File: config.mk
export PLATFORM = sky130hd
export DESIGN_NAME = fetch_unit
export DESIGN_NICKNAME = d
export VERILOG_FILES = /design/src/rtl/fetch_unit_pkg.sv /design/src/rtl/fetch_unit_sync_fifo.sv /design/src/rtl/fetch_unit.sv
export SDC_FILE = /design/constraint.sdc
export NUM_CORES = 1
export LEC_CHECK = 0
export CORE_AREA = 5 5 82 84
export DETAILED_ROUTE_END_ITERATION = 7
export DIE_AREA = 0 0 87 89
export PLACE_DENSITY = 0.84
export REMOVE_ABC_BUFFERS = 1
export SYNTH_ARGS = -nofsm -noshare
export SYNTH_HDL_FRONTEND = slang
export SYNTH_SLANG_ARGS = --single-unit
File: constraint.sdc
create_clock -name clk -period 2.8 [get_ports clk]
set_input_delay 0.28 -clock clk [delete_from_list [all_inputs] [get_ports clk]]
set_output_delay 0.28 -clock clk [all_outputs]
set_load 0.1 [all_outputs]
File: src/rtl/fetch_unit_pkg.sv
// Shared definitions for the fetch stage: default geometry, reset PC and the
// 8-bit instruction encoding (opcode / register fields) that decode and the
// ALU also use.
package fetch_unit_pkg;

  // Default geometry of the fetch stage
  localparam int IW_DEF    = 8;
  localparam int AW_DEF    = 8;
  localparam int DEPTH_DEF = 3;

  // PC loaded on reset
  localparam int unsigned RESET_PC_DEF = 0;

  // Instruction word layout: {op[3:0], rd[1:0], rs[1:0]}
  localparam logic [3:0] OP_NOP = 4'h0;
  localparam logic [3:0] OP_ADD = 4'h1;
  localparam logic [3:0] OP_SUB = 4'h2;
  localparam logic [3:0] OP_AND = 4'h3;
  localparam logic [3:0] OP_OR  = 4'h4;
  localparam logic [3:0] OP_XOR = 4'h5;
  localparam logic [3:0] OP_SHL = 4'h6;
  localparam logic [3:0] OP_SHR = 4'h7;
  localparam logic [3:0] OP_LDI = 4'h8;
  localparam logic [3:0] OP_JMP = 4'h9;
  localparam logic [3:0] OP_BEQ = 4'hA;

  localparam logic [1:0] R_0 = 2'd0;
  localparam logic [1:0] R_1 = 2'd1;
  localparam logic [1:0] R_2 = 2'd2;
  localparam logic [1:0] R_3 = 2'd3;

  // Build an instruction word from its fields
  function automatic logic [7:0] mk_instr(input logic [3:0] op,
                                          input logic [1:0] rd,
                                          input logic [1:0] rs);
    return {op, rd, rs};
  endfunction

  // Canonical no-operation
  localparam logic [7:0] NOP_INSTR = {OP_NOP, R_0, R_0};

endpackage

File: src/rtl/fetch_unit_sync_fifo.sv
// Small synchronous FIFO with flush and occupancy output. Head is read
// straight from storage (no write-through bypass), so a pushed word becomes
// visible one cycle after the push.
module sync_fifo #(
  parameter int W     = 16,
  parameter int DEPTH = 3,
  localparam int PW   = (DEPTH > 1) ? $clog2(DEPTH) : 1,
  localparam int CW   = $clog2(DEPTH + 1)
) (
  input  logic          clk,
  input  logic          rst_n,
  input  logic          flush,
  input  logic          push,
  input  logic [W-1:0]  push_data,
  input  logic          pop,
  output logic [W-1:0]  head,
  output logic [CW-1:0] count
);

  logic [W-1:0]  mem [DEPTH];
  logic [PW-1:0] rd_ptr, wr_ptr;
  logic          do_push, do_pop;

  // Pointers wrap at DEPTH, which need not be a power of two
  function automatic logic [PW-1:0] ptr_inc(input logic [PW-1:0] p);
    return (p == PW'(DEPTH - 1)) ? '0 : p + 1'b1;
  endfunction

  // Flush wins over both push and pop; pop on empty and push on full are ignored
  always_comb begin
    do_pop  = pop & (count != '0) & ~flush;
    do_push = push & ~flush & ((count != CW'(DEPTH)) | do_pop);
  end

  assign head = mem[rd_ptr];

  // Pointer and occupancy bookkeeping
  always_ff @(posedge clk or negedge rst_n) begin
    if (!rst_n) begin
      rd_ptr <= '0;
      wr_ptr <= '0;
      count  <= '0;
    end else if (flush) begin
      rd_ptr <= '0;
      wr_ptr <= '0;
      count  <= '0;
    end else begin
      if (do_pop)  rd_ptr <= ptr_inc(rd_ptr);
      if (do_push) wr_ptr <= ptr_inc(wr_ptr);
      case ({do_push, do_pop})
        2'b10:   count <= count + 1'b1;
        2'b01:   count <= count - 1'b1;
        default: count <= count;
      endcase
    end
  end

  // Entry storage; cleared on reset so the head reads as zero out of reset
  always_ff @(posedge clk or negedge rst_n) begin
    if (!rst_n) begin
      for (int i = 0; i < DEPTH; i++) mem[i] <= '0;
    end else if (do_push) begin
      mem[wr_ptr] <= push_data;
    end
  end

endmodule

File: src/rtl/fetch_unit.sv
// Instruction fetch stage. Issues reads to a 1-cycle-latency instruction
// memory, parks returned words with their PC in a small FIFO and hands
// {instr, pc} to decode over valid/ready. A redirect reloads the PC and
// throws away everything buffered or in flight.
module fetch_unit
  import fetch_unit_pkg::*;
#(
  parameter int          IW       = IW_DEF,
  parameter int          AW       = AW_DEF,
  parameter int          DEPTH    = DEPTH_DEF,
  parameter int unsigned RESET_PC = RESET_PC_DEF
) (
  input  logic          clk,
  input  logic          rst_n,
  output logic          imem_rd_en,
  output logic [AW-1:0] imem_addr,
  input  logic [IW-1:0] imem_rdata,
  input  logic          redirect_valid,
  input  logic [AW-1:0] redirect_pc,
  output logic [IW-1:0] instr,
  output logic [AW-1:0] instr_pc,
  output logic          instr_valid,
  input  logic          instr_ready
);

  localparam int CW = $clog2(DEPTH + 1);

  logic [AW-1:0]    pc;
  logic             inflight;
  logic [AW-1:0]    inflight_pc;
  logic             drop;

  logic [CW-1:0]    fifo_count;
  logic [IW+AW-1:0] fifo_head;
  logic [CW:0]      occ;
  logic             req, push, pop;

  // Occupancy counts the word still coming back from memory, so a request is
  // only made when a FIFO slot is guaranteed for its response.
  always_comb begin
    occ  = {1'b0, fifo_count} + {{CW{1'b0}}, inflight};
    req  = rst_n & ~redirect_valid & (occ < (CW + 1)'(DEPTH));
    push = inflight & ~drop & ~redirect_valid;
    pop  = instr_valid & instr_ready;
  end

  assign imem_rd_en  = req;
  assign imem_addr   = pc;
  assign instr_valid = (fifo_count != '0);
  assign instr       = instr_valid ? fifo_head[IW+AW-1:AW] : '0;
  assign instr_pc    = instr_valid ? fifo_head[AW-1:0]     : '0;

  // PC and in-flight tracking; redirect overrides any request this cycle
  always_ff @(posedge clk or negedge rst_n) begin
    if (!rst_n) begin
      pc          <= AW'(RESET_PC);
      inflight    <= 1'b0;
      inflight_pc <= '0;
    end else if (redirect_valid) begin
      pc          <= redirect_pc;
      inflight    <= 1'b0;
    end else if (req) begin
      pc          <= pc + 1'b1;
      inflight    <= 1'b1;
      inflight_pc <= pc;
    end else begin
      inflight    <= 1'b0;
    end
  end

  // Stale-response mask. Redirect already suppresses the push of the word it
  // overlaps, so nothing here sets it; it only ever clears on redirect and
  // gates the push, leaving a single hook for any later flush source.
  always_ff @(posedge clk or negedge rst_n) begin
    if (!rst_n)              drop <= 1'b0;
    else if (redirect_valid) drop <= 1'b0;
  end

  sync_fifo #(
    .W     (IW + AW),
    .DEPTH (DEPTH)
  ) u_fifo (
    .clk       (clk),
    .rst_n     (rst_n),
    .flush     (redirect_valid),
    .push      (push),
    .push_data ({imem_rdata, inflight_pc}),
    .pop       (pop),
    .head      (fifo_head),
    .count     (fifo_count)
  );

endmodule
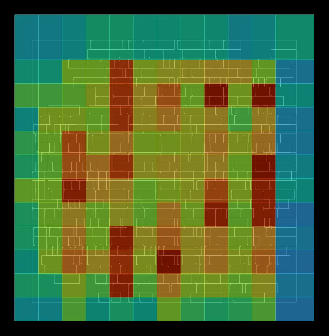
**Above:** run 1 (congestion heat map).
overall fraction of global-route tracks in use: 19.6%
fraction of met1 tracks used by global routing: 24.4%
routed length per instance: 16.5 µm
Layout Utilization: 72.5%
met3 layer usage reported by global route: 3.41%

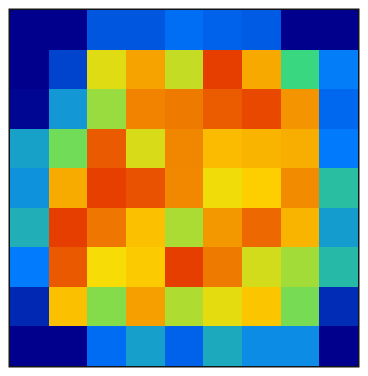
**Above:** run 1 (local utilization).
Scale: 4 px per µm. The die is cut into 9 by 9 equal tiles; dark blue is low, red is high, 0 to 100% covered.
fullest tile = 93%
nearly empty tiles = 11%
mean over tiles = 54%
Starting Density: 58.0%
core area: 0.00585 mm²

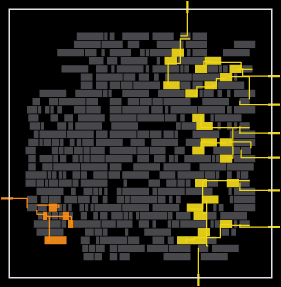
**Above:** run 1 (I/O nets highlighted).
Scale: 3 px per µm.
orange -> `instr_ready`  # bits 1, direction input, edge left, end cells 5, buffers 1, wire 42.9 µm
yellow -> `imem_rdata`  # bits 8, direction input, edge 6 right, 1 bottom, 1 top, end cells 24, buffers 8, wire 291 µm
count of port buffers added during placement: 45
I/O pins: 46

==> commit_impl_results.txt, run 1 <==
Log flow metrics for this revision

* Run status: completed
* Number of clock buffers inserted by TritonCTS: 9
- Floorplan die width: 87 µm
- After floorplanning, the core was divided into 28 placement rows.
* Internal power consumption: 1.96 mW
- In the final design database the tool counted 360 nets.
- In this run the tools logged warnings totalling 25.
* Worst voltage drop across the vdd grid: 0.398 mV
* Share of power burned in the clock network: 24.6%
- Setup repair after global routing left no endpoint under its margin.
- The worst hold path belongs to the class in -> async.
- Power per unit of standard cell area: 693 mW/mm²
* Critical path data arrival time: 2310 ps
- Setup slack at placement: 432 ps
- Per the synth stats, the flop cell with the highest instance count is sky130_fd_sc_hd__dfrtp_1.
- The report counts max-capacitance violations totalling 0.
- Achievable frequency: 0.387 GHz
- The worst pin sits at a relative slew slack of 39.6%.
* FF-to-FF Start: inflight
- Post-synthesis, Yosys gives the total cell area as 0.00340 mm².
* Layout cells sized above 1: 32.7%
- Seq/Total Area, Yosys: 52.3%
* Adder share: 1.11%
- Number of DRC violations after detailed routing: 0
- Total routed wirelength: 6880 µm
* Share of cell area taken by muxes after synthesis: 24.7%
- After legalization and detailed placement, the total HPWL measured 4700 µm.
- After synthesis, the design contains 288 cells according to Yosys.
- The longest clock path from root to sink contains 2 buffers.
- The final timing report lists a hold violation count of 0.
- Clock transition at path regs: 70 ps
- Switching Fraction: 33.1%
- Terminus of the critical flop-to-flop path: inflight_pc[6]
* Clock Latency Late Sink: 330 ps
* Worst-margin pin slew: 906 ps
- Worst-case setup margin in the final layout: 213 ps
- Max Transition Viols Final: 0
- Depth of the most critical reg-to-reg path: 6
* Antenna-violating nets left: 0
- In this run the full chip footprint comes out at 0.00774 mm².
- At the worst endpoint, the required time is 2520 ps.
- In this run the worst path has a maximum fanout of 10.
- Time the final worst path needs with I/O delays and setup: 2590 ps
[run 1: sequential cells by signal, indices dropped and copies added, names as in the netlist]
register,count
u_fifo.mem,48
imem_addr,8
inflight_pc,8
u_fifo.wr_ptr,2
inflight,1
u_fifo.count,2
u_fifo.rd_ptr,2
[run 1: per-layer routing]
layer	wire length (µm)	GRT usage [%]	up-vias	part of all wire [%]
met5	0	0	-	0
met4	132	10.5	0	1.9
met3	334	3.41	14	4.9
met2	3320	32.9	64	48
met1	3090	24.4	1144	45
li1	-	-	1102	-
[run 1: worst max-delay path, cell delays in order, from the launching register on]
cell,delay (ps)
sky130_fd_sc_hd__dfrtp_1,500
sky130_fd_sc_hd__ha_1,260
sky130_fd_sc_hd__ha_1,270
sky130_fd_sc_hd__nand2_1,190
sky130_fd_sc_hd__nand2_1,200
sky130_fd_sc_hd__nor2_4,320
sky130_fd_sc_hd__buf_12,220
[run 1: kinds of logic (layout without fill, tap and decap cells)]
kind of cell	after synthesis	count (layout)
simple gates	81	81
xor+xnor	7	7
flops	71	71
compound gates	34	34
buf+inv	19	73
fa+ha+maj	3	3
mux	73	73
[run 1: power groups by stage]
stage	clock (mW)	sequential (mW)	combinational, mW
after global placement	0	1.37	0.823
after floorplan	0	1.44	0.514
after CTS	0.742	1.37	0.855
after detailed placement	0	1.38	0.852
after global routing	0.782	1.39	0.915
final	0.723	1.37	0.847
[run 1: synthesized netlist by cell type, types with 2 or more instances]
cell,n,area (µm²)
sky130_fd_sc_hd__a21oi_1,22,110
sky130_fd_sc_hd__and3_1,2,12.5
sky130_fd_sc_hd__buf_2,5,25.0
sky130_fd_sc_hd__clkbuf_1,8,30.0
sky130_fd_sc_hd__dfrtp_1,71,1780
sky130_fd_sc_hd__ha_1,3,37.5
sky130_fd_sc_hd__inv_1,2,7.51
sky130_fd_sc_hd__mux2_2,46,518
sky130_fd_sc_hd__mux2_4,10,150
sky130_fd_sc_hd__mux2i_1,17,170
sky130_fd_sc_hd__nand2_1,13,48.8
sky130_fd_sc_hd__nand2b_1,2,12.5
sky130_fd_sc_hd__nand3_1,5,25.0
sky130_fd_sc_hd__nand4_1,4,25.0
sky130_fd_sc_hd__nor2_1,41,154
sky130_fd_sc_hd__nor2b_1,2,12.5
sky130_fd_sc_hd__o21ai_0,9,45.0
sky130_fd_sc_hd__o31a_1,2,17.5
sky130_fd_sc_hd__or3_1,2,12.5
sky130_fd_sc_hd__xor2_1,6,52.6
[run 1: layout make-up]
type	count	area [µm²]
fillers	377	1610
multi-input cells	198	1520
clock inverters	4	20.0
inverters	2	7.51
clock buffers	12	155
repair buffers	55	668
flip-flops and latches	71	1780
well taps	75	93.8
[run 1: worst max-delay path by stage]
stage	start	endpoint	slack, ps	cells after the start
after CTS	inflight	imem_rd_en	40	6
after detailed placement	inflight	inflight_pc[6]	430	6
after global placement	inflight	imem_rd_en	520	6
after floorplan	u_fifo.rd_ptr[0]	instr[0]	-230	3
final	inflight	imem_rd_en	210	6
after global routing	inflight	imem_rd_en	60	6
**Run 1: clock network drawn from the DEF**

Scale: 4 px per µm.
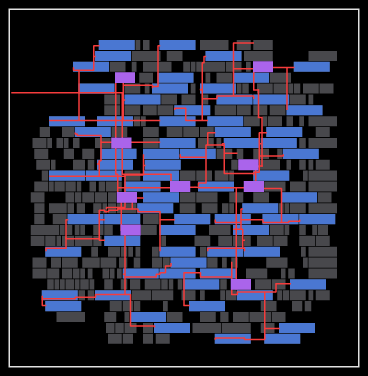

==> run 2, diff against run 1 <==
--- a/config.mk
+++ b/config.mk
@@ -9,7 +9,6 @@
 export DETAILED_ROUTE_END_ITERATION = 7
 export DIE_AREA = 0 0 87 89
 export PLACE_DENSITY = 0.84
-export REMOVE_ABC_BUFFERS = 1
 export SYNTH_ARGS = -nofsm -noshare
 export SYNTH_HDL_FRONTEND = slang
 export SYNTH_SLANG_ARGS = --single-unit
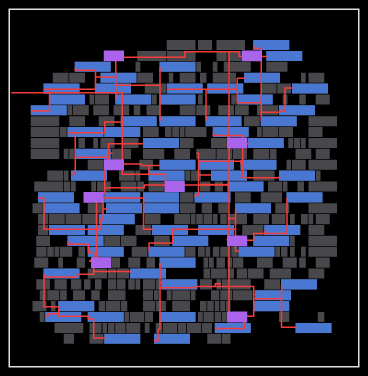
**Above:** run 2 (clock network drawn from the DEF).
Scale: 4 px per µm.
blue -> flip-flops  # count 71
red -> clock wires  # length 797 µm
purple -> clock-net drivers  # count 9
routed clock nets = 10
power in the clock group: 0.749 mW
Clock Latency Late Sink: 340 ps
Clock Skews: 9.15 ps
share of power burned in the clock network: 25.3%

==> run 2 against run 1 <==
Maximum frequency increased by 0.42%. Register-to-register slack improved by 20 ps. Clock skew increased by 5.0 ps. Die area unchanged. Clock-buffer cell count increased by 2. Largest power group unchanged. Highest routed layer unchanged.
==> commit_impl_results.txt, run 2 <==
Log flow metrics for this revision

* Critical path data arrival time: 2300 ps (was 2310 ps)
* Type of origin of the critical path: flip-flop (unchanged)
- The number of CTS-inserted buffers was 9 (unchanged).
- RSZ-0062 raised after global routing: false (unchanged).
- The starting density of the core is 58.0% (unchanged).
* Commonest cells post-synth: sky130_fd_sc_hd__dfrtp_1 (71), sky130_fd_sc_hd__mux2_2 (46), sky130_fd_sc_hd__nor2_1 (41), sky130_fd_sc_hd__a21oi_1 (22), sky130_fd_sc_hd__mux2i_1 (17) (unchanged)
* Synth top cell by count: sky130_fd_sc_hd__dfrtp_1 (unchanged)
* Antenna-violating nets left: 0 (unchanged)
* Async set or reset register ratio after synthesis: 100% (unchanged)
- Hold WC Path Type: in -> async (unchanged)
- The maximum number of pins on one net before global-route repair is 72 (unchanged).
- HPWL after detailed placement: 4630 µm (was 4700 µm)
- Run status: completed (unchanged).
- Flip-flops with a built-in enable: 0 (unchanged)
- Number of global-route vias before repair: 2427 (was 2530)
- Floorplan die width: 87 µm (unchanged)
- The leading area contributor after synthesis is sky130_fd_sc_hd__dfrtp_1 (unchanged).
- The placement row count came to 28 (unchanged).
- Time the final worst path needs with I/O delays and setup: 2580 ps (was 2590 ps)
- The minimum setup slack after placement is 423 ps (was 432 ps).
- The total global-route track usage came to 20.0% (was 19.6%).
- Worst voltage drop across the vdd grid: 0.534 mV (was 0.398 mV)
- The measured slew at the worst slew-check pin is 865 ps (was 906 ps).
- Maximum fanout count along the critical path: 10 (unchanged)
* Number of vias per cell after detailed routing: 5.60 (was 5.57)
- The max-capacitance violation count is 0 (unchanged).
* Remaining max-slew budget at the tightest pin: 42.4% (was 39.6%)
- The maximum root-to-sink buffer count is 2 (unchanged).
* Fraction of synthesized cell area taken by the top area cell type: 52.3% (unchanged)
- Seq/Total Area, Yosys: 52.3% (unchanged)
- The buffer cell driving the clock tree root is sky130_fd_sc_hd__clkbuf_8 (unchanged).
* Most used DFF post-synth: sky130_fd_sc_hd__dfrtp_1 (unchanged)
- The initial antenna violation count came to 0 (unchanged).
- Avg Synthesized Cell Area: 11.8 µm² (unchanged)
- The depth of the CTS H-tree came to 3 (unchanged).
* Count of port buffers added during placement: 45 (unchanged)
- The fraction of final layout cells with drive strength greater than 1 came to 32.4% (was 32.7%).
- The instance tally after logic synthesis came to 288 (unchanged).
- Post-route clock period utilization: 92.0% (was 92.4%)
- Routed length per instance: 16.4 µm (was 16.5 µm)
- The synthesized area came to 0.00340 mm² (unchanged).
* Number of DRC violations after detailed routing: 0 (unchanged)
- The number of nets in the finished design came to 360 (unchanged).
* Synth top area cells: sky130_fd_sc_hd__dfrtp_1 (52%), sky130_fd_sc_hd__mux2_2 (15%), sky130_fd_sc_hd__mux2i_1 (5.0%), sky130_fd_sc_hd__nor2_1 (4.5%), sky130_fd_sc_hd__mux2_4 (4.4%) (unchanged)
- Clock transition at path regs: 70 ps (about the same)
- Number of sinks on the clock net: 71 (unchanged)
* Biggest register: u_fifo.mem (unchanged)
- Number of fillers in the final layout: 405 (was 377)
- Leading cell type in the layout, fill and taps excluded: sky130_fd_sc_hd__dfrtp_1 (unchanged)
* Die area: 0.00774 mm² (unchanged)
- The warning total across the stage logs is 26 (was 25).
- The critical path data required time is 2520 ps (about the same).
- The flip-flop count of the largest register after layout is 48 (unchanged).
- Overflow after GRT: 0 (unchanged)
- The core outline area was 0.00585 mm² (unchanged).
- The vertical die dimension was 89 µm (unchanged).
* Layout Utilization: 72.6% (was 72.5%)
- The chip area estimate from yosys synthesis was 0.00340 mm² (unchanged).
* Achievable frequency: 0.388 GHz (was 0.387 GHz)
* Worst-case setup margin in the final layout: 224 ps (was 213 ps)
- Per the post-synthesis report, the nets total 311.
- Max Transition Viols Final: 0 (unchanged)
- Total routed wirelength: 6820 µm (was 6880 µm)
* Number of cell instances after yosys synthesis: 288 (unchanged)
- I/O pins: 46 (unchanged)
- The count of final hold-check violations was 0 (unchanged).
- Power per unit of standard cell area: 698 mW/mm² (was 693 mW/mm²)
run 2: cell counts after synthesis:
Identical to the previous run, type by type.
run 2: where the power goes:
group / leakage, nW / internal [mW] / total (mW) / switching, mW
Sequential: 0.906 / 1.23 / 1.37 / 0.146
Clock: 0.0946 / 0.410 / 0.749 / 0.339
Combinational: 0.966 / 0.373 / 0.843 / 0.470
Total: 1.97 / 2.01 / 2.96 / 0.955
run 2: critical path: stages (launching register included):
cell and delay [ps]:
sky130_fd_sc_hd__dfrtp_1 500, sky130_fd_sc_hd__ha_1 260, sky130_fd_sc_hd__ha_1 260, sky130_fd_sc_hd__nand2_1 190, sky130_fd_sc_hd__nand2_1 210, sky130_fd_sc_hd__nor2_4 300, sky130_fd_sc_hd__buf_12 220
run 2: area by class of cell:
| class | instances | area (µm²) | area share [%] |
|---|---|---|---|
| repair buffers | 55 | 668 | 15.7 |
| clock buffers | 14 | 183 | 4.30 |
| well taps | 75 | 93.8 | 2.21 |
| flip-flops and latches | 71 | 1780 | 41.8 |
| multi-input cells | 198 | 1520 | 35.8 |
| inverters | 2 | 7.51 | 0.177 |
run 2: path summary, 6_finish.rpt:
kind,from,cells after the start,end,slack [ps]
max,inflight,6,imem_rd_en,220
min,rst_n,2,u_fifo.mem[10],170
max reg2reg,inflight,6,inflight_pc[3],560
min reg2reg,u_fifo.mem[46],1,u_fifo.mem[46],510
max in group asynchronous,rst_n,2,u_fifo.mem[4],2060
min in group clk,redirect_pc[0],3,imem_addr[0],500
run 2: kinds of logic after synthesis:
family                   after synthesis  synth area share [%]
flip-flops                            71                  52.3
adder cells (fa/ha/maj)                3                  1.11
AND-OR/OR-AND                         34                  5.31
multiplexers                          73                  24.7
XOR/XNOR                               7                  1.81
AND/OR/NAND/NOR                       81                  11.7
buffers and inverters                 19                  3.10
run 2: metal layers:
metal	vias to the layer above	track usage, %	routed length, µm
li1	1103	-	-
met1	1169	26.8	3130
met2	41	31.7	3330
met3	9	4.70	266
met4	0	7.51	102
met5	-	0	0
run 2: stage by stage:
step | instance area [µm²] | hold WS, ps | cells | power, mW
2_1_floorplan | 3400 | -15.6 | 288 | 1.96
3_3_place_gp | 4060 | 487 | 401 | 2.20
3_5_place_dp | 4060 | 494 | 401 | 2.24
4_1_cts | 4240 | 207 | 415 | 2.99
5_1_grt | 4250 | 262 | 415 | 3.14
6_report | 4250 | 166 | 415 | 2.96
**Run 2: congestion heat map**

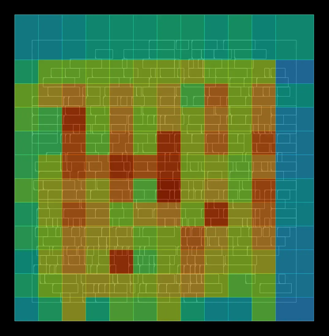

==> run 3, diff against run 2 <==
--- a/config.mk
+++ b/config.mk
@@ -5,10 +5,11 @@
 export SDC_FILE = /design/constraint.sdc
 export NUM_CORES = 1
 export LEC_CHECK = 0
-export CORE_AREA = 5 5 82 84
+export CORE_AREA = 5 5 77 79
 export DETAILED_ROUTE_END_ITERATION = 7
-export DIE_AREA = 0 0 87 89
-export PLACE_DENSITY = 0.84
+export DIE_AREA = 0 0 82 84
+export DONT_BUFFER_PORTS = 1
+export PLACE_DENSITY = 0.83
 export SYNTH_ARGS = -nofsm -noshare
 export SYNTH_HDL_FRONTEND = slang
 export SYNTH_SLANG_ARGS = --single-unit
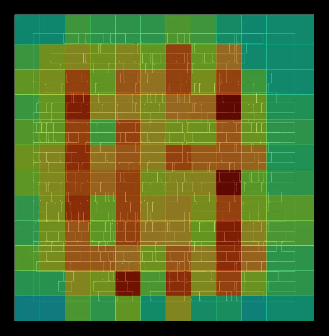
**Above:** run 3 (congestion heat map).
global routing's busiest layer: met2
fraction of met1 tracks used by global routing: 27.6%

==> run 3 against run 2 <==
Clock skew rose by 0.86 ps. Register-to-register slack is essentially flat. Cell count down 4.6%. Cell area shrank 3.4%.
==> commit_impl_results.txt, run 3 <==
Log flow metrics for this revision

- Starting Density: 64.4% (was 58.0%)
* Number of fillers in the final layout: 340 (was 405)
- The most frequent logic cell in the layout is sky130_fd_sc_hd__dfrtp_1 (unchanged).
- The number of vias per cell is 5.70 (was 5.60).
* Slowest CP cell: sky130_fd_sc_hd__dfrtp_1 (unchanged)
* Run status: completed (unchanged)
* Critical path data arrival time: 2310 ps (was 2300 ps)
- Post-route clock period utilization: 92.5% (was 92.0%)
- The placement row count came to 27 (was 28).
- The routed length per instance is 18.1 µm (was 16.4 µm).
- Cell area after technology mapping: 0.00340 mm² (unchanged)
* Max_cap viols: 0 (unchanged)
- The core outline area is 0.00527 mm² (was 0.00585 mm²).
- Cell family contributing the most delay on the critical path: simple AND/OR/NAND/NOR gates (unchanged)
- The residual antenna-violating net count after detailed routing came to 0 (unchanged).
- The number of remaining DRC errors came to 0 (unchanged).
- The capture instance of the worst register-to-register path was inflight_pc[2] (was inflight_pc[3]).
- Avg Synthesized Cell Area: 11.8 µm² (unchanged)
* Final count of hold timing violations: 0 (unchanged)
- Flip-flops with a built-in enable: 0 (unchanged)
- The setup clock skew after layout came to 10.0 ps (was 9.15 ps).
* Overall fraction of global-route tracks in use: 23.6% (was 20.0%)
- Hold WC Path Type: in -> reg (was in -> async)
* Number of flip-flops in the largest register: 48 (unchanged)
- The vertical die dimension was 84 µm (was 89 µm).
* Overall power consumption: 2.91 mW (was 2.96 mW)
* Synth top area cells: sky130_fd_sc_hd__dfrtp_1 (52%), sky130_fd_sc_hd__mux2_2 (15%), sky130_fd_sc_hd__mux2i_1 (5.0%), sky130_fd_sc_hd__nor2_1 (4.5%), sky130_fd_sc_hd__mux2_4 (4.4%) (unchanged)
- The total detailed-routing wirelength is 7170 µm (was 6820 µm).
- The sink count of the clock tree came to 71 (unchanged).
* Type of origin of the critical path: flip-flop (unchanged)
- The startpoint of the most critical register-to-register path is inflight (unchanged).
- Synth top cell by count: sky130_fd_sc_hd__dfrtp_1 (unchanged)
- The chip area estimate from yosys synthesis was 0.00340 mm² (unchanged).
- Buffering stage count on the worst path with inverters included: 1 (unchanged)
- The worst-skew pair later-pin latency came to 350 ps (was 340 ps).
- Clock transition at path regs: 70 ps (about the same)
run 3: area by class of cell:
type	instances	share of cell area, %
multi-input cells	198	38.0
repair buffers	37	12.3
flip-flops and latches	71	43.3
well taps	72	2.20
clock buffers	10	3.11
clock inverters	6	0.915
inverters	2	0.183
run 3: how the worst min path moves through the flow:
| stage | end | slack [ps] |
|---|---|---|
| 2_1_floorplan | imem_addr[0] | -20 |
| 3_3_place_gp | u_fifo.mem[26] | -10 |
| 3_5_place_dp | u_fifo.mem[42] | -10 |
| 4_1_cts | imem_addr[6] | 10 |
| 5_1_grt | imem_addr[6] | 9 |
| 6_report | imem_addr[6] | 30 |
run 3: repair_timing:
item | in CTS | in global routing
setup buffers | 0 | 0
hold buffers | 3 | 0
endpoints found under the setup margin | 0 | 1
gates resized | 0 | 1
hold endpoints to repair | 78 | 0
run 3: where the power goes:
part	switching, mW	internal, mW
Combinational	0.501	0.359
Sequential	0.131	1.23
Clock	0.379	0.316
run 3: layer usage:
layer,wire length [µm],track usage (%)
met3,366,7.34
met4,142,9.06
met1,2980,27.6
met5,0,0
met2,3680,39.6
run 3: through the flow:
step                      util, %  std cells  hold slack [ps]  instance area [µm²]
final                        77.9        396             33.9                 4100
after global routing         77.9        396             9.05                 4100
after CTS                    77.8        396             14.4                 4100
after detailed placement     73.7        377            -13.4                 3890
after global placement       73.7        377            -12.9                 3890
after floorplan                 -        288            -15.6                 3400
run 3: cells by family (layout without fill, tap and decap cells):
kind of cell | Yosys count | in the layout | synth area share (%)
XOR/XNOR | 7 | 7 | 1.81
multiplexers | 73 | 73 | 24.7
adder cells (fa/ha/maj) | 3 | 3 | 1.11
AND-OR/OR-AND | 34 | 34 | 5.31
AND/OR/NAND/NOR | 81 | 81 | 11.7
buffers and inverters | 19 | 55 | 3.10
flip-flops | 71 | 71 | 52.3
Power is estimated from default activity; no workload was simulated.
